**src/rtl/fetch_pkg.sv**
```systemverilog
// Shared fetch-stage constants and the queued fetch-entry type.
package fetch_pkg;

  localparam int unsigned PC_STEP = 4;
  localparam logic [31:0] RESET_PC_DEF = 32'h0000_0000;
  localparam int unsigned FE_AW = 32;
  localparam int unsigned FE_IW = 32;

  typedef struct packed {
    logic [FE_AW-1:0] pc4;
    logic [FE_IW-1:0] ins;
  } fetch_entry_t;

endpackage

```
**src/rtl/fetch_queue_fifo.sv**
```systemverilog
// Synchronous FIFO with flush-style clear; head is read combinationally.
module fetch_fifo #(
  parameter int unsigned DEPTH = 4,
  parameter int unsigned W     = 64
) (
  input  logic         clk,
  input  logic         rst,
  input  logic         clr,
  input  logic         wr_en,
  input  logic         rd_en,
  input  logic [W-1:0] wr_data,
  output logic         full,
  output logic         empty,
  output logic [W-1:0] head
);

  localparam int unsigned PW = $clog2(DEPTH);

  logic [W-1:0] mem_q [DEPTH];
  logic [PW-1:0] wptr_q, wptr_d;
  logic [PW-1:0] rptr_q, rptr_d;
  logic [PW:0]   cnt_q, cnt_d;

  always_comb begin
    wptr_d = wptr_q;
    rptr_d = rptr_q;
    cnt_d  = cnt_q;
    if (clr) begin
      wptr_d = '0;
      rptr_d = '0;
      cnt_d  = '0;
    end else begin
      if (wr_en) wptr_d = wptr_q + 1'b1;
      if (rd_en) rptr_d = rptr_q + 1'b1;
      unique case ({wr_en, rd_en})
        2'b10:   cnt_d = cnt_q + 1'b1;
        2'b01:   cnt_d = cnt_q - 1'b1;
        default: cnt_d = cnt_q;
      endcase
    end
  end

  always_ff @(posedge clk or posedge rst) begin
    if (rst) begin
      wptr_q <= '0;
      rptr_q <= '0;
      cnt_q  <= '0;
    end else begin
      wptr_q <= wptr_d;
      rptr_q <= rptr_d;
      cnt_q  <= cnt_d;
    end
  end

  // Storage needs no reset: every read is qualified by the count.
  always_ff @(posedge clk) begin
    if (wr_en && !clr) mem_q[wptr_q] <= wr_data;
  end

  assign full  = (cnt_q == (PW+1)'(DEPTH));
  assign empty = (cnt_q == '0);
  assign head  = mem_q[rptr_q];

endmodule

```
**src/rtl/fetch_queue.sv**
```systemverilog
// Instruction-fetch front end: fetch PC, decoupling queue, branch redirect.
// Optional counters stat_flush/stat_full under FETCH_QUEUE_STATS_EN.
module fetch_queue
  import fetch_pkg::*;
#(
  parameter int unsigned    DEPTH    = 4,
  parameter int unsigned    AW       = 32,
  parameter int unsigned    IW       = 32,
  parameter logic [AW-1:0]  RESET_PC = AW'(RESET_PC_DEF)
) (
  input  logic          clk,
  input  logic          rst,
  output logic [AW-1:0] imem_addr,
  input  logic [IW-1:0] imem_data,
  input  logic          imem_ready,
  input  logic          br_taken,
  input  logic [AW-1:0] br_target,
  input  logic          id_stall,
  output logic          if_valid,
  output logic [IW-1:0] if_ins,
  output logic [AW-1:0] if_pc4
`ifdef FETCH_QUEUE_STATS_EN
  ,
  output logic [15:0]   stat_flush,
  output logic [15:0]   stat_full
`endif
);

  localparam int unsigned EW = AW + IW;

  logic [AW-1:0] pc_q, pc_d;
  logic [AW-1:0] pc4;
  logic          full, empty;
  logic          enq, deq;
  logic [EW-1:0] head;

  assign pc4 = pc_q + AW'(PC_STEP);
  assign deq = if_valid && !id_stall;
  assign enq = imem_ready && (!full || deq);

  fetch_fifo #(
    .DEPTH (DEPTH),
    .W     (EW)
  ) u_fifo (
    .clk     (clk),
    .rst     (rst),
    .clr     (br_taken),
    .wr_en   (enq),
    .rd_en   (deq),
    .wr_data ({pc4, imem_data}),
    .full    (full),
    .empty   (empty),
    .head    (head)
  );

  always_comb begin
    pc_d = pc_q;
    if (br_taken)  pc_d = br_target;
    else if (enq)  pc_d = pc4;
  end

  always_ff @(posedge clk or posedge rst) begin
    if (rst) pc_q <= RESET_PC;
    else     pc_q <= pc_d;
  end

  assign imem_addr = pc_q;

  always_comb begin
    if_valid = !empty;
    if_ins   = '0;
    if_pc4   = '0;
    if (!empty) begin
      if_ins = head[IW-1:0];
      if_pc4 = head[EW-1:IW];
    end
  end

`ifdef FETCH_QUEUE_STATS_EN
  logic [15:0] flush_q, flush_d;
  logic [15:0] fullc_q, fullc_d;

  always_comb begin
    flush_d = flush_q;
    fullc_d = fullc_q;
    if (br_taken && flush_q != 16'hFFFF)
      flush_d = flush_q + 16'd1;
    if (full && id_stall && fullc_q != 16'hFFFF)
      fullc_d = fullc_q + 16'd1;
  end

  always_ff @(posedge clk or posedge rst) begin
    if (rst) begin
      flush_q <= '0;
      fullc_q <= '0;
    end else begin
      flush_q <= flush_d;
      fullc_q <= fullc_d;
    end
  end

  assign stat_flush = flush_q;
  assign stat_full  = fullc_q;
`endif

endmodule
```
**config.mk**
```make
export PLATFORM = sky130hd
export DESIGN_NAME = fetch_queue
export DESIGN_NICKNAME = d
export VERILOG_FILES = /design/src/rtl/fetch_pkg.sv /design/src/rtl/fetch_queue_fifo.sv /design/src/rtl/fetch_queue.sv
export SDC_FILE = /design/constraint.sdc
export NUM_CORES = 1
export LEC_CHECK = 0
export CORE_MARGIN = 3
export CORE_UTILIZATION = 42
export CTS_CLUSTER_DIAMETER = 60
export DETAILED_ROUTE_END_ITERATION = 8
export SLEW_MARGIN = 5
export SYNTH_ARGS = -nofsm -noshare
export SYNTH_HDL_FRONTEND = slang
export SYNTH_HIERARCHICAL = 1
export SYNTH_SLANG_ARGS = --single-unit
```
**constraint.sdc**
```tcl
create_clock -name clk -period 10.15 [get_ports clk]
set_input_delay 2.03 -clock clk [delete_from_list [all_inputs] [get_ports clk]]
set_output_delay 2.03 -clock clk [all_outputs]
set_load 0.02 [all_outputs]
```
Run 1, track usage over the die:
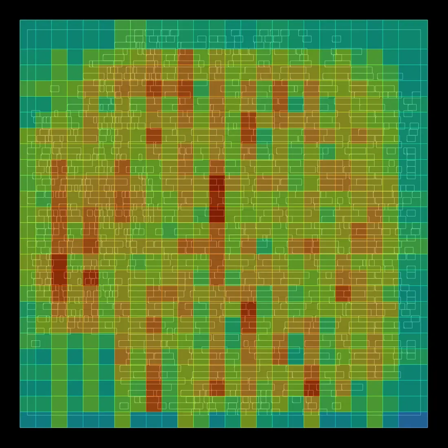
met3 Track Usage GR: 0.0285
post-layout util: 0.533
grt met2 use: 0.261

Run 1, register map, names as in the netlist:
Scale bar: 50 um. Other sequential cells in the stronger grey, the rest of the logic in the fainter grey.
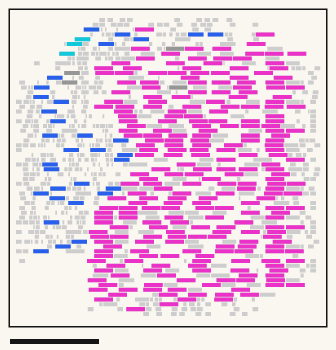
| colour | netlist name | sequential cells |
|---|---|---|
| blue | imem_addr | 32 |
| cyan | u_fifo/cnt_q | 3 |
| magenta | u_fifo/mem_q | 256 |
not coloured: 4

Run 1, gate-type map:
Scale bar: 50 um.
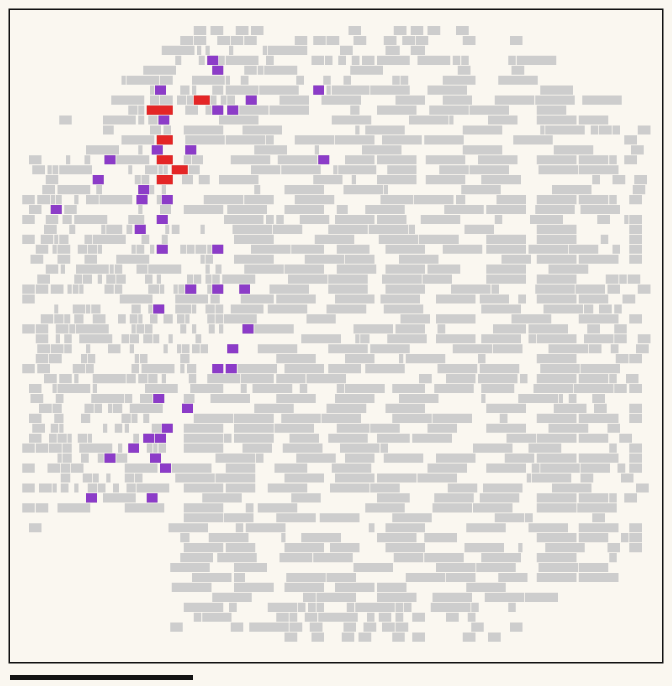
| colour | family | cells | most used |
|---|---|---|---|
| purple | XOR/XNOR gates | 40 | xnor2_1 |
| red | adder and majority cells | 6 | ha_1 |

==> results_slide.txt, run 1 <==
Physical Implementation Snapshot

Cells and area
  – CLK BUF: 33
  – Clock buf/inv share: 0.0673
  – Largest reg by FF count: u_fifo/mem_q
  – Flip-flop count of the largest register after layout: 256
  – Antenna diode count: 0
  – Most common logic cell in the routed design: edfxtp_1
  – Fin cells: 1306
  – Dominant class by area: registers
  – Invs w/o clock: 10
  – Seq cells: 295
  – Logic share of the area: 0.229
  – Reg area: 8670 um2
  – Multi-In Gates: 390
  – Fin area: 15500 um2

Logic synthesis
  – Cells after Synth: 744
  – Main logic family: multiplexers
  – Netlist cell types: 45
  – And+or+nand+nor area frac: 0.101
  – Top cells by count, synth: edfxtp_1 (256), nor2b_1 (66), mux4_2 (64)
  – Synthesis area per yosys: 12500 um2
  – Mapped Area: 12500 um2
  – XOR/XNOR share of the synthesized area: 0.0281
  – Post-synthesis net count: 819
  – Mux share: 0.120
  – Area contributors post-synth: edfxtp_1 (62%), mux4_2 (12%), dfrtp_1 (7.8%), nor2b_1 (3.3%), xnor2_1 (1.5%)
  – Synth top cell by count: edfxtp_1
  – YS warnings: 6
  – Synth flops: 295
  – # Cells Yosys: 744
  – Top cell type's share of synthesized area: 0.616

Min path
  – Hold Crit Start: imem_addr[0]
  – Hold Path Stages: 0

Run status
  – Status: finished, final reports clean

Floorplan
  – Chip width: 178 um
  – Row count: 62
  – I/O pin cnt: 166
  – FP Util: 0.430
  – Total core area: 29000 um2

Final timing
  – Final Max Slew Viols: 0
  – Setup TNS: 0 ns
  – Final WS setup: 4.63 ns
  – RSZ-0062 raised after global routing: false
  – Rel. slew slack: 0.310

Drt
  – Met3 wire len: 1.80 mm
  – DRC Markers: 0
  – DR vias: 7081
  – Top sig layer: met4
  – DRT iter0 DRCs: 554
  – Via/cell ratio: 5.42
  – DRT met1 WL: 12.9 mm

Clocking
  – CTS resizes: 0
  – Clock input transition at the sequential cells of the worst setup and hold paths: 0.06 ns
  – Setup bufs post-CTS: 0
  – Number of H-tree levels: 1
  – CTS max path bufs: 3
  – Worst skew pair latency: 0.55 ns

Worst setup path
  – Crit path DAT: 3.49 ns
  – FF-to-FF setup slack: 6.56 ns
  – Worst Path Max Fanout: 51
  – Setup crit end: if_pc4[25]
  – CP cell instances: buf_4 > mux4_2 > nor2b_1 > clkdlybuf4s50_1
  – CP max-delay cell: buf_4
  – CP Class: reg2out
  – Critical Path End Type: output port

Power
  – P_sw: 1.08 mW
  – Switching fraction of total power: 0.292
  – P_leak: 4.96 nW
  – Pwr top: registers
  – Sequential cell power: 1.50 mW
  – Combinational Power: 1.08 mW
  – Seq pwr share: 0.404
  – Worst VDD drop: 0.149 mV

Place
  – Dpl ws: 4.94 ns
  – HPWL Detailed: 16.5 mm
  – I/O Buffers: 165
  – Cell Count Post-Placement: 1249

GRT
  – Total track usage: 0.172
  – Global route hottest layer: met1
  – Largest net degree at the start of global routing: 69
  – Initial antenna violation count: 0
  – GR Util met1: 0.267
  – First-pass GRT wire length: 42.4 mm

Job
  – Log Warnings: 29
Run 1, placed cells, one colour a class:
Scale bar: 50 um.
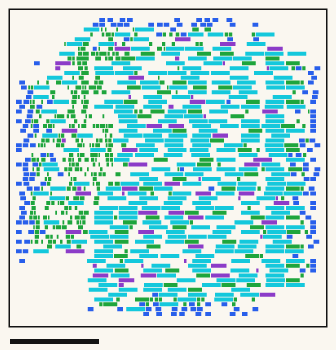

--- run 2 (diff from run 1) ---
Settings changed: PLACE_DENSITY set to 0.66.
Clock period 10.15 ns to 4.9 ns, I/O delays scaled along.
Run 2, placed cells, one colour a class:
Scale bar: 50 um.
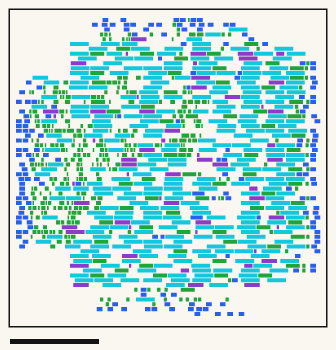
| colour | class | cells |
|---|---|---|
| green | all other logic | 400 |
| cyan | flops | 295 |
| blue | other buffers and delay cells | 178 |
| purple | clock drivers and dummy loads | 56 |

Run 2, gate-type map:
Scale bar: 50 um.
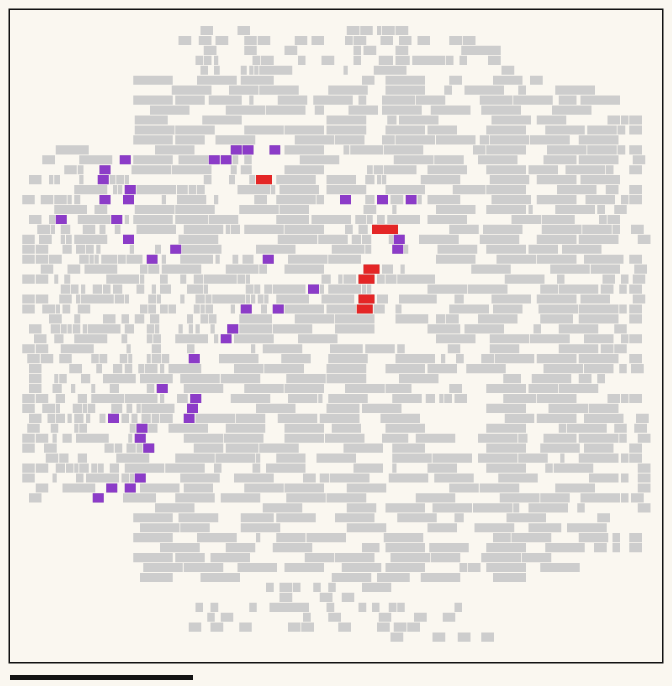
| colour | family | cells | most used |
|---|---|---|---|
| purple | XOR/XNOR gates | 40 | xnor2_1 |
| red | adder and majority cells | 6 | ha_1 |
most common logic cell in the routed design: edfxtp_1
fin cells: 1313
logic share of the area: 0.227

==> results_slide.txt, run 2 <==
Physical Implementation Snapshot

Run status
  – Status: finished, final reports clean

Logic synthesis
  – Mapped Area: 12500 um2 (unchanged)
  – Synth top cell by count: edfxtp_1
  – XOR/XNOR share of the synthesized area: 0.0281 (unchanged)
  – Synthesis area per yosys: 12500 um2 (unchanged)
  – And+or+nand+nor area frac: 0.101 (unchanged)
  – Mux share: 0.120 (unchanged)
  – Synth flops: 295 (unchanged)
  – Netlist cell types: 45 (unchanged)
  – Top cell type's share of synthesized area: 0.616 (unchanged)
  – Main logic family: multiplexers
  – # Cells Yosys: 744 (unchanged)
  – Cells after Synth: 744 (unchanged)
  – YS warnings: 6 (unchanged)
  – Area contributors post-synth: edfxtp_1 (62%), mux4_2 (12%), dfrtp_1 (7.8%), nor2b_1 (3.3%), xnor2_1 (1.5%)
  – Top cells by count, synth: edfxtp_1 (256), nor2b_1 (66), mux4_2 (64)

Clocking
  – Worst skew pair latency: 0.54 ns (about the same)
  – CTS resizes: 0 (unchanged)
  – Clock input transition at the sequential cells of the worst setup and hold paths: 0.06 ns (about the same)
  – Number of H-tree levels: 1 (unchanged)
  – Setup bufs post-CTS: 0 (unchanged)

Power
  – Sequential cell power: 3.14 mW (+110%)
  – Pwr top: registers
  – Power Density: 493 nW/um2
  – Combinational Power: 2.18 mW (+100%)
  – Switching fraction of total power: 0.283 (-0.00838)
  – Seq pwr share: 0.410 (+0.006)
  – P_leak: 5.02 nW (+1.1%)
  – Total Power: 7.65 mW
  – Worst VDD drop: 0.279 mV (+88%)

Worst setup path
  – Path length in cells of the critical path: 4
  – CP Class: reg2out
  – Critical Path End Type: output port
  – CP max-delay cell: dfrtp_4
  – Worst Path Max Fanout: 31 (-39%)
  – Critical Path RT: 3.92 ns
  – Crit path DAT: 3.10 ns (-0.39 ns)
  – CP cell instances: buf_4 > mux4_2 > nor2b_1 > clkdlybuf4s50_1
  – CP delay by family, top: buffers and inverters
  – Setup crit end: if_pc4[1]

Floorplan
  – Chip width: 178 um (unchanged)
  – FP Util: 0.430 (unchanged)
  – I/O pin cnt: 166 (unchanged)
  – Total core area: 29000 um2 (unchanged)
  – Row count: 62 (unchanged)

GRT
  – Met3 Track Usage GR: 0.0307 (+0.00213)
  – Global route hottest layer: met2
  – First-pass GRT wire length: 41.4 mm (-2.3%)
  – Initial antenna violation count: 0 (unchanged)
  – Largest net degree at the start of global routing: 68 (-1.4%)
  – Total track usage: 0.168 (-0.00391)
  – Grt met2 use: 0.270 (+0.00935)
  – GR Util met1: 0.243 (-0.0239)

Min path
  – Hold Path Stages: 0 (unchanged)
  – Hold Crit Start: imem_addr[0]

Cells and area
  – Reg area: 8670 um2 (unchanged)
  – CLK BUF: 45 (+36%)
  – Fin area: 15500 um2 (+0.54%)
  – Seq cells: 295 (unchanged)
  – Invs w/o clock: 10 (unchanged)
  – Post-layout util: 0.535 (+0.00289)
  – Dominant class by area: registers
  – Antenna diode count: 0 (unchanged)
  – Clock buf/inv share: 0.0668 (-0.000444)
  – Largest reg by FF count: u_fifo/mem_q

Drt
  – Via/cell ratio: 5.36 (-1.2%)
  – Top sig layer: met4
  – DRC Markers: 0 (unchanged)
  – DRT met1 WL: 11.6 mm (-10%)
  – DR vias: 7035 (-0.65%)
  – DRT iter0 DRCs: 459 (-17%)
  – Met3 wire len: 1.72 mm (-4.5%)

Place
  – HPWL Detailed: 16.9 mm (+2.4%)
  – Cell Count Post-Placement: 1257 (+0.64%)

Final timing
  – Final Max Slew Viols: 0 (unchanged)
  – Setup TNS: 0 ns (unchanged)
  – Rel. slew slack: 0.218 (-0.0918)
  – Endpoints failing setup: 0
  – RSZ-0062 raised after global routing: false
  – Hold Slack: 0.550 ns

Job
  – Log Warnings: 29 (unchanged)
Run 2, cell sizes after repair:
Scale bar: 50 um.
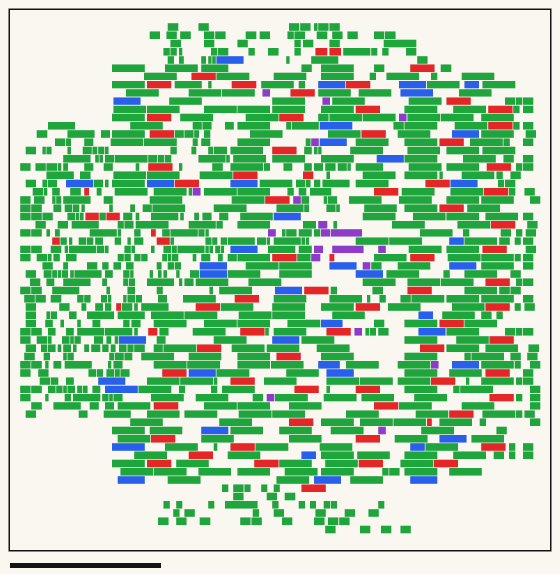
| colour | size | cells | share |
|---|---|---|---|
| green | drive 1 or less | 791 | 85% |
| purple | drive 3 to 4 | 19 | 2.0% |
| red | drive 2 | 77 | 8.3% |
| blue | drive 6 and up | 42 | 4.5% |
Non-CTS buffers: 178
Final WS setup: 0.820 ns

Run 2, track usage over the die:
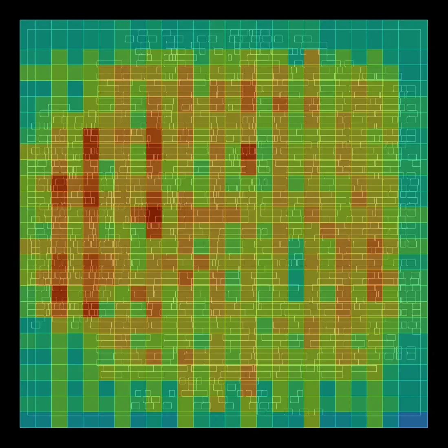

--- run 3 (diff from run 2) ---
Clock period 4.9 ns to 3.3 ns, I/O delays scaled along.
Run 3, track usage over the die:
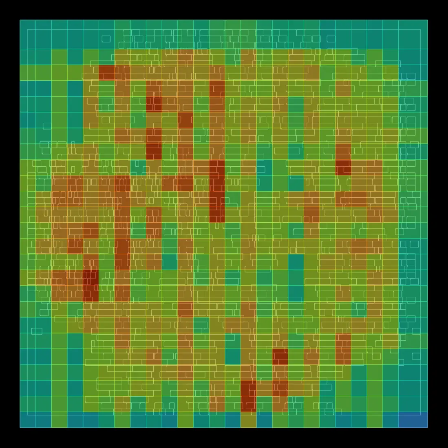
grt met2 use: 0.274
global route hottest layer: met2
total track usage: 0.172

Run 3, gate-type map:
Scale bar: 50 um.
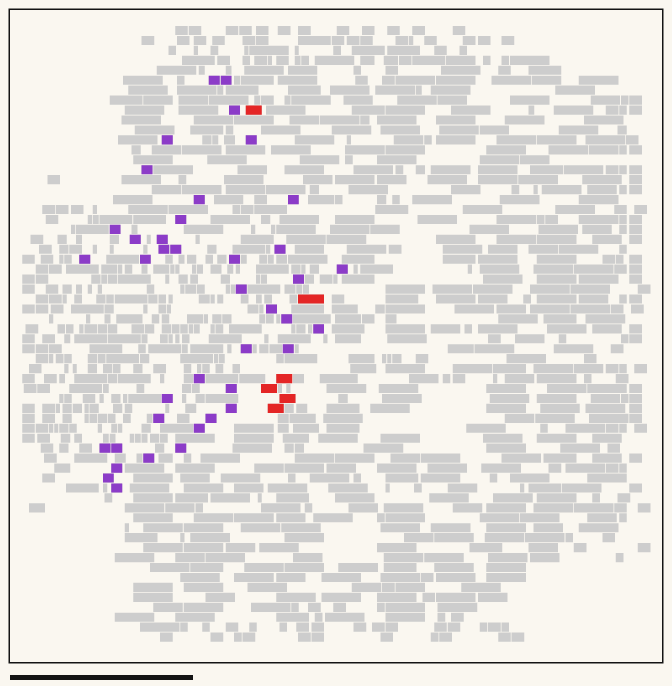
| colour | family | cells | most used |
|---|---|---|---|
| red | adder and majority cells | 6 | ha_1 |
| purple | XOR/XNOR gates | 40 | xnor2_1 |

Run 3, register map, names as in the netlist:
Scale bar: 50 um. Other sequential cells in the stronger grey, the rest of the logic in the fainter grey.
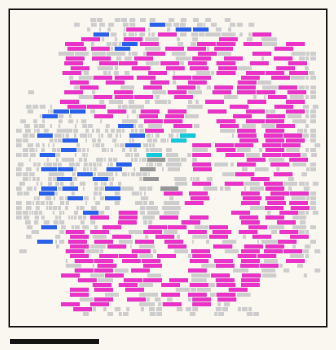
| colour | netlist name | sequential cells |
|---|---|---|
| blue | imem_addr | 32 |
| magenta | u_fifo/mem_q | 256 |
| cyan | u_fifo/cnt_q | 3 |

==> results_slide.txt, run 3 <==
Physical Implementation Snapshot

Clocking
  – Num CTS Buffers: 31
  – Setup bufs post-CTS: 2 (+2)
  – Clock input transition at the sequential cells of the worst setup and hold paths: 0.06 ns (about the same)
  – Number of H-tree levels: 1 (unchanged)
  – Worst skew pair latency: 0.54 ns (about the same)
  – CTS resizes: 0 (unchanged)

Place
  – HPWL Detailed: 17.6 mm (+3.8%)
  – Cell Count Post-Placement: 1269 (+0.95%)

Final timing
  – RSZ-0062 raised after global routing: false
  – Setup TNS: 0 ns (unchanged)
  – Rel. slew slack: 0.573 (+0.354)
  – Final WS setup: 0.126 ns (-0.693 ns)
  – Endpoints failing setup: 0 (unchanged)
  – Final Max Slew Viols: 0 (unchanged)

Power
  – Worst VDD drop: 0.369 mV (+32%)
  – Combinational Power: 3.55 mW (+63%)
  – Pwr top: registers
  – Total Power: 11.5 mW (+50%)
  – Switching fraction of total power: 0.291 (+0.00721)
  – Sequential cell power: 4.53 mW (+44%)
  – Seq pwr share: 0.393 (-0.017)
  – Power Density: 731 nW/um2 (+48%)

Worst setup path
  – Path length in cells of the critical path: 4 (unchanged)
  – CP Class: reg2out
  – Critical Path RT: 2.64 ns (-1.28 ns)
  – Setup crit end: if_pc4[20]
  – CP delay by family, top: buffers and inverters
  – CP max-delay cell: mux4_2
  – Crit path DAT: 2.51 ns (-0.59 ns)
  – Critical Path End Type: output port

Cells and area
  – Logic share of the area: 0.224 (-0.00313)
  – Area Growth Syn to Fin: 26.3%
  – Dominant class by area: registers
  – Non-CTS buffers: 192 (+7.9%)
  – Fin cells: 1327 (+1.1%)
  – Reg area: 8670 um2 (unchanged)
  – Post-layout util: 0.543 (+0.00746)
  – CLK BUF: 34 (-24%)
  – Clock buf/inv share: 0.0647 (-0.00211)
  – Antenna diode count: 0 (unchanged)
  – Seq cells: 295 (unchanged)
  – Largest reg by FF count: u_fifo/mem_q
  – Most common logic cell in the routed design: edfxtp_1
  – Fin area: 15800 um2 (+1.4%)

Run status
  – Status: finished, final reports clean

Drt
  – Top sig layer: met4
  – DRT iter0 DRCs: 556 (+21%)
  – Met3 wire len: 1.68 mm (-2.2%)
  – Via/cell ratio: 5.38 (+0.41%)

GRT
  – GR Util met1: 0.252 (+0.00914)
  – Largest net degree at the start of global routing: 43 (-37%)
  – Met3 Track Usage GR: 0.0311 (+0.000426)
  – First-pass GRT wire length: 42.4 mm (+2.5%)

Logic synthesis
  – XOR/XNOR share of the synthesized area: 0.0281 (unchanged)
  – Mux share: 0.120 (unchanged)
  – Synth flops: 295 (unchanged)
  – Area contributors post-synth: edfxtp_1 (62%), mux4_2 (12%), dfrtp_1 (7.8%), nor2b_1 (3.3%), xnor2_1 (1.5%)
  – And+or+nand+nor area frac: 0.101 (unchanged)
  – Top cells by count, synth: edfxtp_1 (256), nor2b_1 (66), mux4_2 (64)
  – Top cell type's share of synthesized area: 0.616 (unchanged)
  – Main logic family: multiplexers
  – YS warnings: 6 (unchanged)
  – Synth top cell by count: edfxtp_1
  – Synthesis area per yosys: 12500 um2 (unchanged)
  – # Cells Yosys: 744 (unchanged)
  – Cell taking the most area after synthesis: edfxtp_1
  – Mapped Area: 12500 um2 (unchanged)

Job
  – Log Warnings: 29 (unchanged)

Floorplan
  – Chip width: 178 um (unchanged)
  – I/O pin cnt: 166 (unchanged)
  – FP Util: 0.430 (unchanged)
No activity file was given, so power comes from the tool's default toggle rates.
